File: src/rtl/decode_queue_stage.sv
// F->D instruction queue: DEPTH-entry circular buffer with valid/ready on both
// sides, plus predecode of the head entry (register indices, immediate, pc+4).
module decode_queue_stage #(
  parameter int unsigned XLEN   = 32,
  parameter int unsigned ILEN   = 32,
  parameter int unsigned DEPTH  = 4,
  parameter int unsigned REGMSB = 5,
  parameter logic [ILEN-1:0] NOP = 32'h00000013
) (
  input  logic                       clk,
  input  logic                       reset,
  input  logic                       flush_in,
  input  logic                       in_valid,
  output logic                       in_ready,
  input  logic [ILEN-1:0]            instr_in,
  input  logic [XLEN-1:0]            pc_in,
  input  logic                       pred_taken_in,
  output logic                       out_valid,
  input  logic                       out_ready,
  output logic [ILEN-1:0]            instr_out,
  output logic [XLEN-1:0]            pc_out,
  output logic [XLEN-1:0]            pc_plus4_out,
  output logic                       pred_taken_out,
  output logic [REGMSB-1:0]          rs1_out,
  output logic [REGMSB-1:0]          rs2_out,
  output logic [REGMSB-1:0]          rd_out,
  output logic [XLEN-1:0]            imm_out,
  output logic                       illegal_out,
  output logic [$clog2(DEPTH+1)-1:0] count_out
);

  localparam int unsigned PW = $clog2(DEPTH);
  localparam int unsigned CW = $clog2(DEPTH+1);

  localparam logic [6:0] OP_IMM    = 7'b0010011;
  localparam logic [6:0] OP_LOAD   = 7'b0000011;
  localparam logic [6:0] OP_JALR   = 7'b1100111;
  localparam logic [6:0] OP_STORE  = 7'b0100011;
  localparam logic [6:0] OP_BRANCH = 7'b1100011;
  localparam logic [6:0] OP_JAL    = 7'b1101111;
  localparam logic [6:0] OP_LUI    = 7'b0110111;
  localparam logic [6:0] OP_AUIPC  = 7'b0010111;
  localparam logic [6:0] OP_REG    = 7'b0110011;

  logic [ILEN-1:0] instr_q [DEPTH];
  logic [XLEN-1:0] pc_q    [DEPTH];
  logic            pred_q  [DEPTH];

  logic [PW-1:0] wptr_q, wptr_d;
  logic [PW-1:0] rptr_q, rptr_d;
  logic [CW-1:0] count_q, count_d;

  logic enq;
  logic deq;

  assign in_ready  = (count_q != CW'(DEPTH));
  assign out_valid = (count_q != CW'(0));
  assign enq       = in_valid & in_ready;
  assign deq       = out_valid & out_ready;
  assign count_out = count_q;

  // Pointer/occupancy next state; flush wins over any handshake.
  always_comb begin
    wptr_d  = wptr_q;
    rptr_d  = rptr_q;
    count_d = count_q;
    if (flush_in) begin
      wptr_d  = '0;
      rptr_d  = '0;
      count_d = '0;
    end else begin
      if (enq) wptr_d = wptr_q + PW'(1);
      if (deq) rptr_d = rptr_q + PW'(1);
      case ({enq, deq})
        2'b10:   count_d = count_q + CW'(1);
        2'b01:   count_d = count_q - CW'(1);
        default: count_d = count_q;
      endcase
    end
  end

  always_ff @(posedge clk or negedge reset) begin
    if (!reset) begin
      wptr_q  <= '0;
      rptr_q  <= '0;
      count_q <= '0;
    end else begin
      wptr_q  <= wptr_d;
      rptr_q  <= rptr_d;
      count_q <= count_d;
    end
  end

  always_ff @(posedge clk or negedge reset) begin
    if (!reset) begin
      for (int i = 0; i < int'(DEPTH); i++) begin
        instr_q[i] <= '0;
        pc_q[i]    <= '0;
        pred_q[i]  <= 1'b0;
      end
    end else if (enq && !flush_in) begin
      instr_q[wptr_q] <= instr_in;
      pc_q[wptr_q]    <= pc_in;
      pred_q[wptr_q]  <= pred_taken_in;
    end
  end

  // Head view; empty queue presents a NOP at pc 0.
  assign instr_out      = out_valid ? instr_q[rptr_q] : NOP;
  assign pc_out         = out_valid ? pc_q[rptr_q]    : '0;
  assign pred_taken_out = out_valid & pred_q[rptr_q];
  assign pc_plus4_out   = pc_out + XLEN'(4);
  assign rs1_out        = REGMSB'(instr_out[19:15]);
  assign rs2_out        = REGMSB'(instr_out[24:20]);
  assign rd_out         = REGMSB'(instr_out[11:7]);

  logic [31:0] imm32;
  logic        bad_op;

  always_comb begin
    imm32  = '0;
    bad_op = 1'b0;
    case (instr_out[6:0])
      OP_IMM, OP_LOAD, OP_JALR:
        imm32 = {{20{instr_out[31]}}, instr_out[31:20]};
      OP_STORE:
        imm32 = {{20{instr_out[31]}}, instr_out[31:25], instr_out[11:7]};
      OP_BRANCH:
        imm32 = {{20{instr_out[31]}}, instr_out[7], instr_out[30:25],
                 instr_out[11:8], 1'b0};
      OP_JAL:
        imm32 = {{12{instr_out[31]}}, instr_out[19:12], instr_out[20],
                 instr_out[30:21], 1'b0};
      OP_LUI, OP_AUIPC:
        imm32 = {instr_out[31:12], 12'b0};
      OP_REG:
        imm32 = '0;
      default: begin
        imm32  = '0;
        bad_op = 1'b1;
      end
    endcase
  end

  assign imm_out     = XLEN'($signed(imm32));
  assign illegal_out = bad_op & out_valid;

endmodule

File: config.mk
export PLATFORM = sky130hd
export DESIGN_NAME = decode_queue_stage
export DESIGN_NICKNAME = d
export VERILOG_FILES = /design/src/rtl/decode_queue_stage.sv
export SDC_FILE = /design/constraint.sdc
export NUM_CORES = 1
export LEC_CHECK = 0
export CAP_MARGIN = 20
export CELL_PAD_IN_SITES_DETAIL_PLACEMENT = 1
export CELL_PAD_IN_SITES_GLOBAL_PLACEMENT = 1
export CORE_MARGIN = 3
export CORE_UTILIZATION = 30
export CTS_CLUSTER_DIAMETER = 60
export DETAILED_ROUTE_END_ITERATION = 7
export PLACE_DENSITY_LB_ADDON = 0.1
export SYNTH_ARGS = -nofsm -noshare
export SYNTH_HDL_FRONTEND = slang
export SYNTH_SLANG_ARGS = --single-unit
File: constraint.sdc
create_clock -name clk -period 4.4 [get_ports clk]
set_input_delay 1.32 -clock clk [delete_from_list [all_inputs] [get_ports clk]]
set_output_delay 1.32 -clock clk [all_outputs]
set_load 0.03 [all_outputs]
Run 1, cell outlines without signal wires:
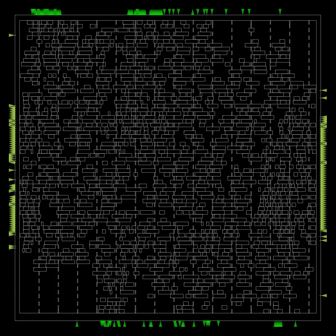
Well Taps: 592
placement row count: 77
flip-flop and latch share of the layout cell area: 35.00%

Run 1, signal metal coverage by tile:
The die is cut into 22 by 22 equal tiles; black is low, pale yellow is high, scaled to the fullest tile. Values are wire area over tile area, all layers added.
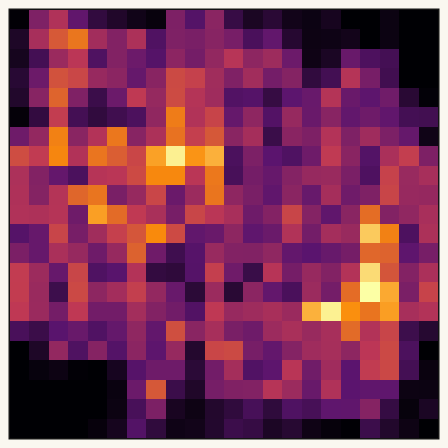
fullest tile: 0.43
mean over tiles: 0.14
nearly empty tiles: 7.9%

Run 1, wires at chosen ports, followed through buffers:
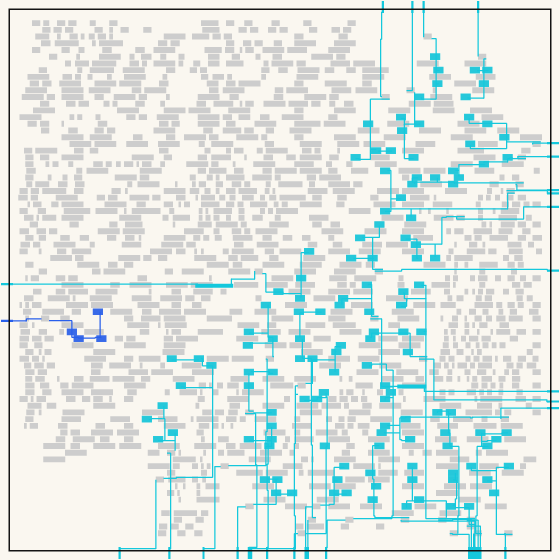
[pred_taken_in] blue | bits: 1 | direction: input | edge: left | end cells: 4 | buffers: 1 | wire: 51.9 um
[pc_in] cyan | bits: 32 | direction: input | edge: 18 bottom, 9 right, 4 top, 1 left | end cells: 128 | buffers: 32 | wire: 2,830 um

==> run notes, run 1 <==
run metrics: failing checks setup timing, Boundary Pins 220, flip-flop and latch area 0.006693 mm^2, power in combinational cells 0.00977 W, Routed Wire Length 42,900 um, count of non-filler cells in the finished layout 1,899, Worst Tran Pin Value 747.2 ps, clock share of power 18.8%, power density over the cells 896.5 mW/mm^2, net switching power of the design 0.007085 W, proportion of layout cells with a drive suffix above 1 49.31%, clock tree root driver cell clkbuf_16, Post-synth EDFFs 0, chain of cells forming the critical path buf_6, mux4_2, nand2_1, or3b_4, buf_4, nor4_4, xor2_1, buf_4, Worst slew margin 50.00%, final critical-path setup slack -77.53 ps, Reg2Reg Capture Point pc_q[25]$_DFFE_PN0P_, Final clock-cell share 6.896%, H-tree depth reported by CTS 2, top area contributor share 49.16%, relative area change from synthesis to final layout 40.71%, tally of yosys warning messages 0, largest net degree at the start of global routing 85, mean area per synthesized cell 13.46 um^2, fraction of power consumed by combinational cells 57.0%, area-dominant cell class after layout multi-input combinational cells, Switching Share 41.32%, hold path endpoint instr_q[111]$_DFFE_PN0P_, run status finished, violations left, relative area of non-clock buffer cells in the final design 16.57%, area of the placeable core 0.04451 mm^2, clock latency on the worst-skew pair 520 ps, number of cells on the critical path 8, Hold Fails Final Rpt 0, peak ir drop on the vdd network 0.5455 mV, largest power group combinational cells, count of final max-slew check failures 0, Inverters 26, GRT Resource Usage Total 17.64%, peak per-stage delay on the critical path 530 ps, worst setup path endpoint pc_plus4_out[23], largest driver fanout on the critical path 6, Buffers & Inverters on Critical Path 3, library cells used by synthesis 57, count of final setup violators 19, Setup crit end kind output port
[run 1: sequential cells by signal, summed over array words and instances, names as in the netlist]
register and flops:
count_out 3, instr_q 128, pc_q 128, pred_q 4, rptr_q 2, wptr_q 2
[run 1: cells by family (layout without fill, tap and decap cells)]
logic type                 count (synthesis)  count (layout)  synth area share, %
AOI/OAI and AO/OA                         56              56                2.762
xor gates and xnor gates                  30              30                1.933
adders and majority gates                  6               6               0.6076
buffers and inverters                    108             403                4.354
DFF                                      267             267                49.16
muxes                                    331             331                32.50
other                                      0               1                    0
and+or+nand+nor                          212             213                8.681
[run 1: layer usage]
layer | GRT usage, % | share of wire (%) | routed length [um]
met4 | 4.429 | 2.1 | 895
met3 | 4.071 | 5.2 | 2247
met5 | 0 | 0.12 | 52
met1 | 23.22 | 44 | 18880
met2 | 29.46 | 49 | 20820
Run 1, sequential cells grouped by signal name:
Other sequential cells in the stronger gray, the rest of the logic in the fainter gray.
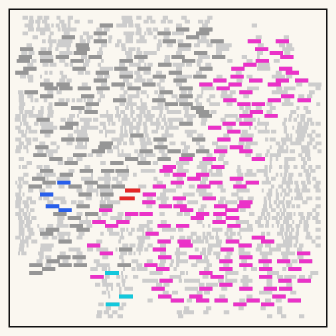

==> inputs of run 2 (changes only) <==
--- a/config.mk
+++ b/config.mk
@@ -13,6 +13,7 @@
 export CTS_CLUSTER_DIAMETER = 60
 export DETAILED_ROUTE_END_ITERATION = 7
 export PLACE_DENSITY_LB_ADDON = 0.1
+export SLEW_MARGIN = 15
 export SYNTH_ARGS = -nofsm -noshare
 export SYNTH_HDL_FRONTEND = slang
 export SYNTH_SLANG_ARGS = --single-unit
==> constraint.sdc (replaced) <==
create_clock -name clk -period 4.5 [get_ports clk]
set_input_delay 0.9 -clock clk [delete_from_list [all_inputs] [get_ports clk]]
set_output_delay 0.9 -clock clk [all_outputs]
set_load 0.03 [all_outputs]
Run 2, sequential cells grouped by signal name:
Other sequential cells in the stronger gray, the rest of the logic in the fainter gray.
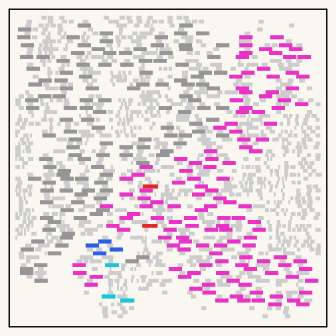
[pc_q] magenta | placed flops: 128
[count_out] cyan | placed flops: 3
[rptr_q] red | placed flops: 2
[pred_q] blue | placed flops: 4
not colored: 130

Run 2, met3 routing:
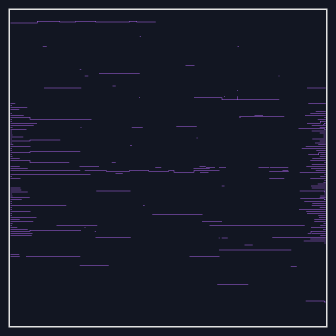
wire length on this layer: 2,120 um
nets with wire on the layer: 149
main direction: horizontal
longest straight run: 65.8 um

==> run notes, run 2 <==
run metrics: run status completed (was finished, violations left), routed length on met1 18,640 um (was 18,880 um), flip-flop and latch share of the layout cell area 37.79% (was 35.00%), mean area per synthesized cell 13.46 um^2 (unchanged), proportion of layout cells with a drive suffix above 1 38.26% (was 49.31%), average vias per placed instance 4.979 (was 4.995), Met3 Wirelength 2124 um (was 2247 um), power density over the cells 859.8 mW/mm^2 (was 896.5 mW/mm^2), area-dominant cell class after layout registers (was multi-input combinational cells), Switching Share 41.59% (was 41.32%), Well Taps 592 (unchanged), GRT Resource Usage Total 17.04% (was 17.64%), Worst Tran Pin Value 787.5 ps (was 747.2 ps), H-tree depth reported by CTS 2 (unchanged), dominant cell type by area after synthesis dfrtp_1 (unchanged), Critical Path AT 3390 ps (was 3160 ps), library cells used by synthesis 57 (unchanged), Maximum Capacitance Violations 0 (unchanged), wire length on met2 19,190 um (was 20,820 um), peak ir drop on the vdd network 0.4390 mV (was 0.5455 mV), flip-flop and latch area 0.006693 mm^2 (unchanged), pre-CTS setup slack 323.0 ps (was -20.05 ps), net switching power of the design 0.006332 W (was 0.007085 W), post-synthesis async set-or-reset flop share 100.0% (unchanged), number of cells on the critical path 8 (unchanged), Setup crit end kind output port (unchanged), final critical-path setup slack 206.0 ps (was -77.53 ps), M2 GR Usage 27.94% (was 29.46%), count of final max-slew check failures 0 (unchanged), Routed Wire Length 40,690 um (was 42,900 um), Hold Fails Final Rpt 0 (unchanged), top area contributor share 49.16% (unchanged), Die H 218.9 um (unchanged), area of the placeable core 0.04451 mm^2 (unchanged), chain of cells forming the critical path buf_2, mux4_2, or2_0, nor4_2, o31ai_1, buf_4, o21ai_1, dlygate4sd2_1 (was buf_6, mux4_2, nand2_1, or3b_4, buf_4, nor4_4, xor2_1, buf_4), fraction of power consumed by combinational cells 54.5% (was 57.0%), sum of internal, switching and leakage power 0.01523 W (was 0.01715 W), WP data required 3600 ps (was 3080 ps), Worst slew margin 47.50% (was 50.00%), Inverters 26 (unchanged), relative area change from synthesis to final layout 30.29% (was 40.71%), setup slack of the most critical reg-to-reg path 1860 ps (was 1760 ps), clock latency on the worst-skew pair 530 ps (was 520 ps), met1 track utilization from global routing 22.89% (was 23.22%), clock-pin slew on the worst setup and hold paths 60 ps (about the same), placement row count 77 (unchanged), Reg2Reg Capture Point instr_q[50]$_DFFE_PN0P_ (was pc_q[25]$_DFFE_PN0P_), Boundary Pins 220 (unchanged), worst setup path endpoint imm_out[20] (was pc_plus4_out[23]), largest driver fanout on the critical path 11 (was 6), power in combinational cells 0.00830 W (was 0.00977 W), Final clock-cell share 6.642% (was 6.896%), largest registers in the final layout instr_q (128), pc_q (128), pred_q (4) (unchanged), relative area of non-clock buffer cells in the final design 14.53% (was 16.57%), uppermost layer routed met5 (unchanged), most frequent cell after synthesis dfrtp_1 (unchanged), GR Util met3 3.683% (was 4.071%), largest net degree at the start of global routing 96 (was 85), most used routing layer met2 (unchanged), Post-synth EDFFs 0 (unchanged), clock tree root driver cell clkbuf_16 (unchanged), peak per-stage delay on the critical path 570 ps (was 530 ps), largest power group combinational cells (unchanged), count of final setup violators 0 (was 19), tally of yosys warning messages 0 (unchanged), Buffers & Inverters on Critical Path 3 (unchanged), count of non-filler cells in the finished layout 1,836 (was 1,899), Clock Skews 14.15 ps (was 16.37 ps), clock share of power 18.8% (about the same)
-- run 2: cells by family (layout without fill, tap and decap cells) --
| family | after synthesis | in the layout | synth area share [%] |
|---|---|---|---|
| AND/OR/NAND/NOR | 212 | 212 | 8.681 |
| flip-flops | 267 | 267 | 49.16 |
| buffers and inverters | 108 | 342 | 4.354 |
| XOR/XNOR | 30 | 30 | 1.933 |
| adder cells (fa/ha/maj) | 6 | 6 | 0.6076 |
| AND-OR/OR-AND | 56 | 56 | 2.762 |
| multiplexers | 331 | 331 | 32.50 |
-- run 2: what timing repair did --
item	4_1_cts	5_1_grt
pin swaps	3	2
gates resized	33	8
cloned	0	0
setup buffers	4	8
endpoints found under the setup margin	27	18
Run 2, cell outlines without signal wires:
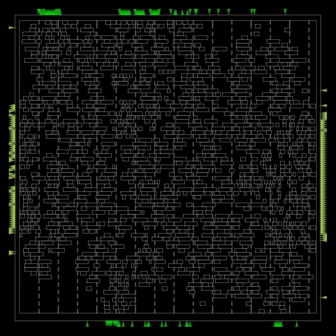

==> inputs of run 3 (changes only) <==
--- a/config.mk
+++ b/config.mk
@@ -5,7 +5,6 @@
 export SDC_FILE = /design/constraint.sdc
 export NUM_CORES = 1
 export LEC_CHECK = 0
-export CAP_MARGIN = 20
 export CELL_PAD_IN_SITES_DETAIL_PLACEMENT = 1
 export CELL_PAD_IN_SITES_GLOBAL_PLACEMENT = 1
 export CORE_MARGIN = 3
@@ -13,6 +12,7 @@
 export CTS_CLUSTER_DIAMETER = 60
 export DETAILED_ROUTE_END_ITERATION = 7
 export PLACE_DENSITY_LB_ADDON = 0.1
+export SKIP_LAST_GASP = 1
 export SLEW_MARGIN = 15
 export SYNTH_ARGS = -nofsm -noshare
 export SYNTH_HDL_FRONTEND = slang
Run 3, cell outlines without signal wires:
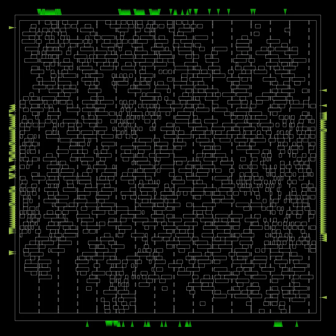
count of non-filler cells in the finished layout: 1,837
flip-flop and latch share of the layout cell area: 37.81%
Layout Utilization: 39.77%
area of the placeable core: 0.04451 mm^2

==> run notes, run 3 <==
run metrics: Hold Fails Final Rpt 0 (unchanged), Maximum Capacitance Violations 0 (unchanged), largest driver fanout on the critical path 11 (unchanged), Die H 218.9 um (unchanged), Critical Path AT 3390 ps (about the same), proportion of layout cells with a drive suffix above 1 38.10% (was 38.26%), area-dominant cell class after layout registers (unchanged), post-synthesis async set-or-reset flop share 100.0% (unchanged), count of final max-slew check failures 0 (unchanged), routed length on met1 18,690 um (was 18,640 um), clock-pin slew on the worst setup and hold paths 60 ps (about the same), largest registers in the final layout instr_q (128), pc_q (128), pred_q (4) (unchanged), top area contributor share 49.16% (unchanged), Boundary Pins 220 (unchanged), run status completed (unchanged), Final clock-cell share 6.645% (was 6.642%), count of buffers added by post-CTS timing repair for setup 4 (unchanged), Worst Tran Pin Value 786.5 ps (was 787.5 ps), sum of internal, switching and leakage power 0.01522 W (was 0.01523 W), Routed Wire Length 40,670 um (was 40,690 um), Clock Skews 12.72 ps (was 14.15 ps), GRT Resource Usage Total 17.04% (unchanged), WP data required 3600 ps (about the same), chain of cells forming the critical path buf_2, mux4_2, or2_0, nor4_2, o31ai_1, buf_4, o21ai_1, dlygate4sd2_1 (unchanged), count of final setup violators 0 (unchanged), worst setup path endpoint imm_out[20] (unchanged), final critical-path setup slack 206.7 ps (was 206.0 ps), tally of yosys warning messages 0 (unchanged), Post-synth EDFFs 0 (unchanged), post-cts repair resize count 31 (was 33), placement row count 77 (unchanged), Reg2Reg Capture Point instr_q[50]$_DFFE_PN0P_ (unchanged), peak ir drop on the vdd network 0.4390 mV (unchanged), average vias per placed instance 4.964 (was 4.979), net switching power of the design 0.006329 W (was 0.006332 W), flip-flop and latch area 0.006693 mm^2 (unchanged), Setup crit end kind output port (unchanged), Inverters 26 (unchanged), relative area of non-clock buffer cells in the final design 14.50% (was 14.53%), mean area per synthesized cell 13.46 um^2 (unchanged), Well Taps 592 (unchanged), uppermost layer routed met5 (unchanged), relative area change from synthesis to final layout 30.23% (was 30.29%), power in combinational cells 0.00829 W (was 0.00830 W), Met3 Wirelength 2005 um (was 2124 um), fraction of power consumed by combinational cells 54.5% (about the same), most frequent cell after synthesis dfrtp_1 (unchanged), power density over the cells 859.6 mW/mm^2 (was 859.8 mW/mm^2), H-tree depth reported by CTS 2 (unchanged), number of cells on the critical path 8 (unchanged), setup slack of the most critical reg-to-reg path 1860 ps (about the same)
Run 3, signal metal coverage by tile:
The die is cut into 22 by 22 equal tiles; black is low, pale yellow is high, scaled to the fullest tile. Values are wire area over tile area, all layers added.
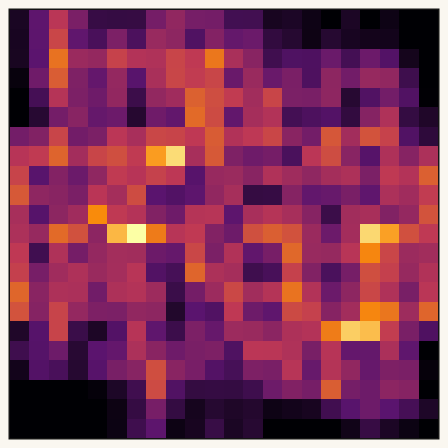
fullest tile: 0.40
tiles over half the peak: 18%
mean over tiles: 0.13
nearly empty tiles: 7.0%

[run 3: cell families (layout without fill, tap and decap cells)]
| kind of cell | count (synthesis) | count (layout) | synth area share, % |
|---|---|---|---|
| compound gates | 56 | 56 | 2.762 |
| xor+xnor | 30 | 30 | 1.933 |
| fa+ha+maj | 6 | 6 | 0.6076 |
| buf+inv | 108 | 342 | 4.354 |
| flops | 267 | 267 | 49.16 |
| mux | 331 | 331 | 32.50 |
| other cells | 0 | 1 | 0 |
| simple gates | 212 | 212 | 8.681 |
[run 3: layer usage]
metal / vias up / track usage (%)
met5: - / 0
met4: 6 / 4.645
met3: 51 / 3.683
met2: 198 / 27.94
met1: 4754 / 22.89
li1: 4109 / -
Power figures rest on the tool's default switching activity, not on a simulated workload.
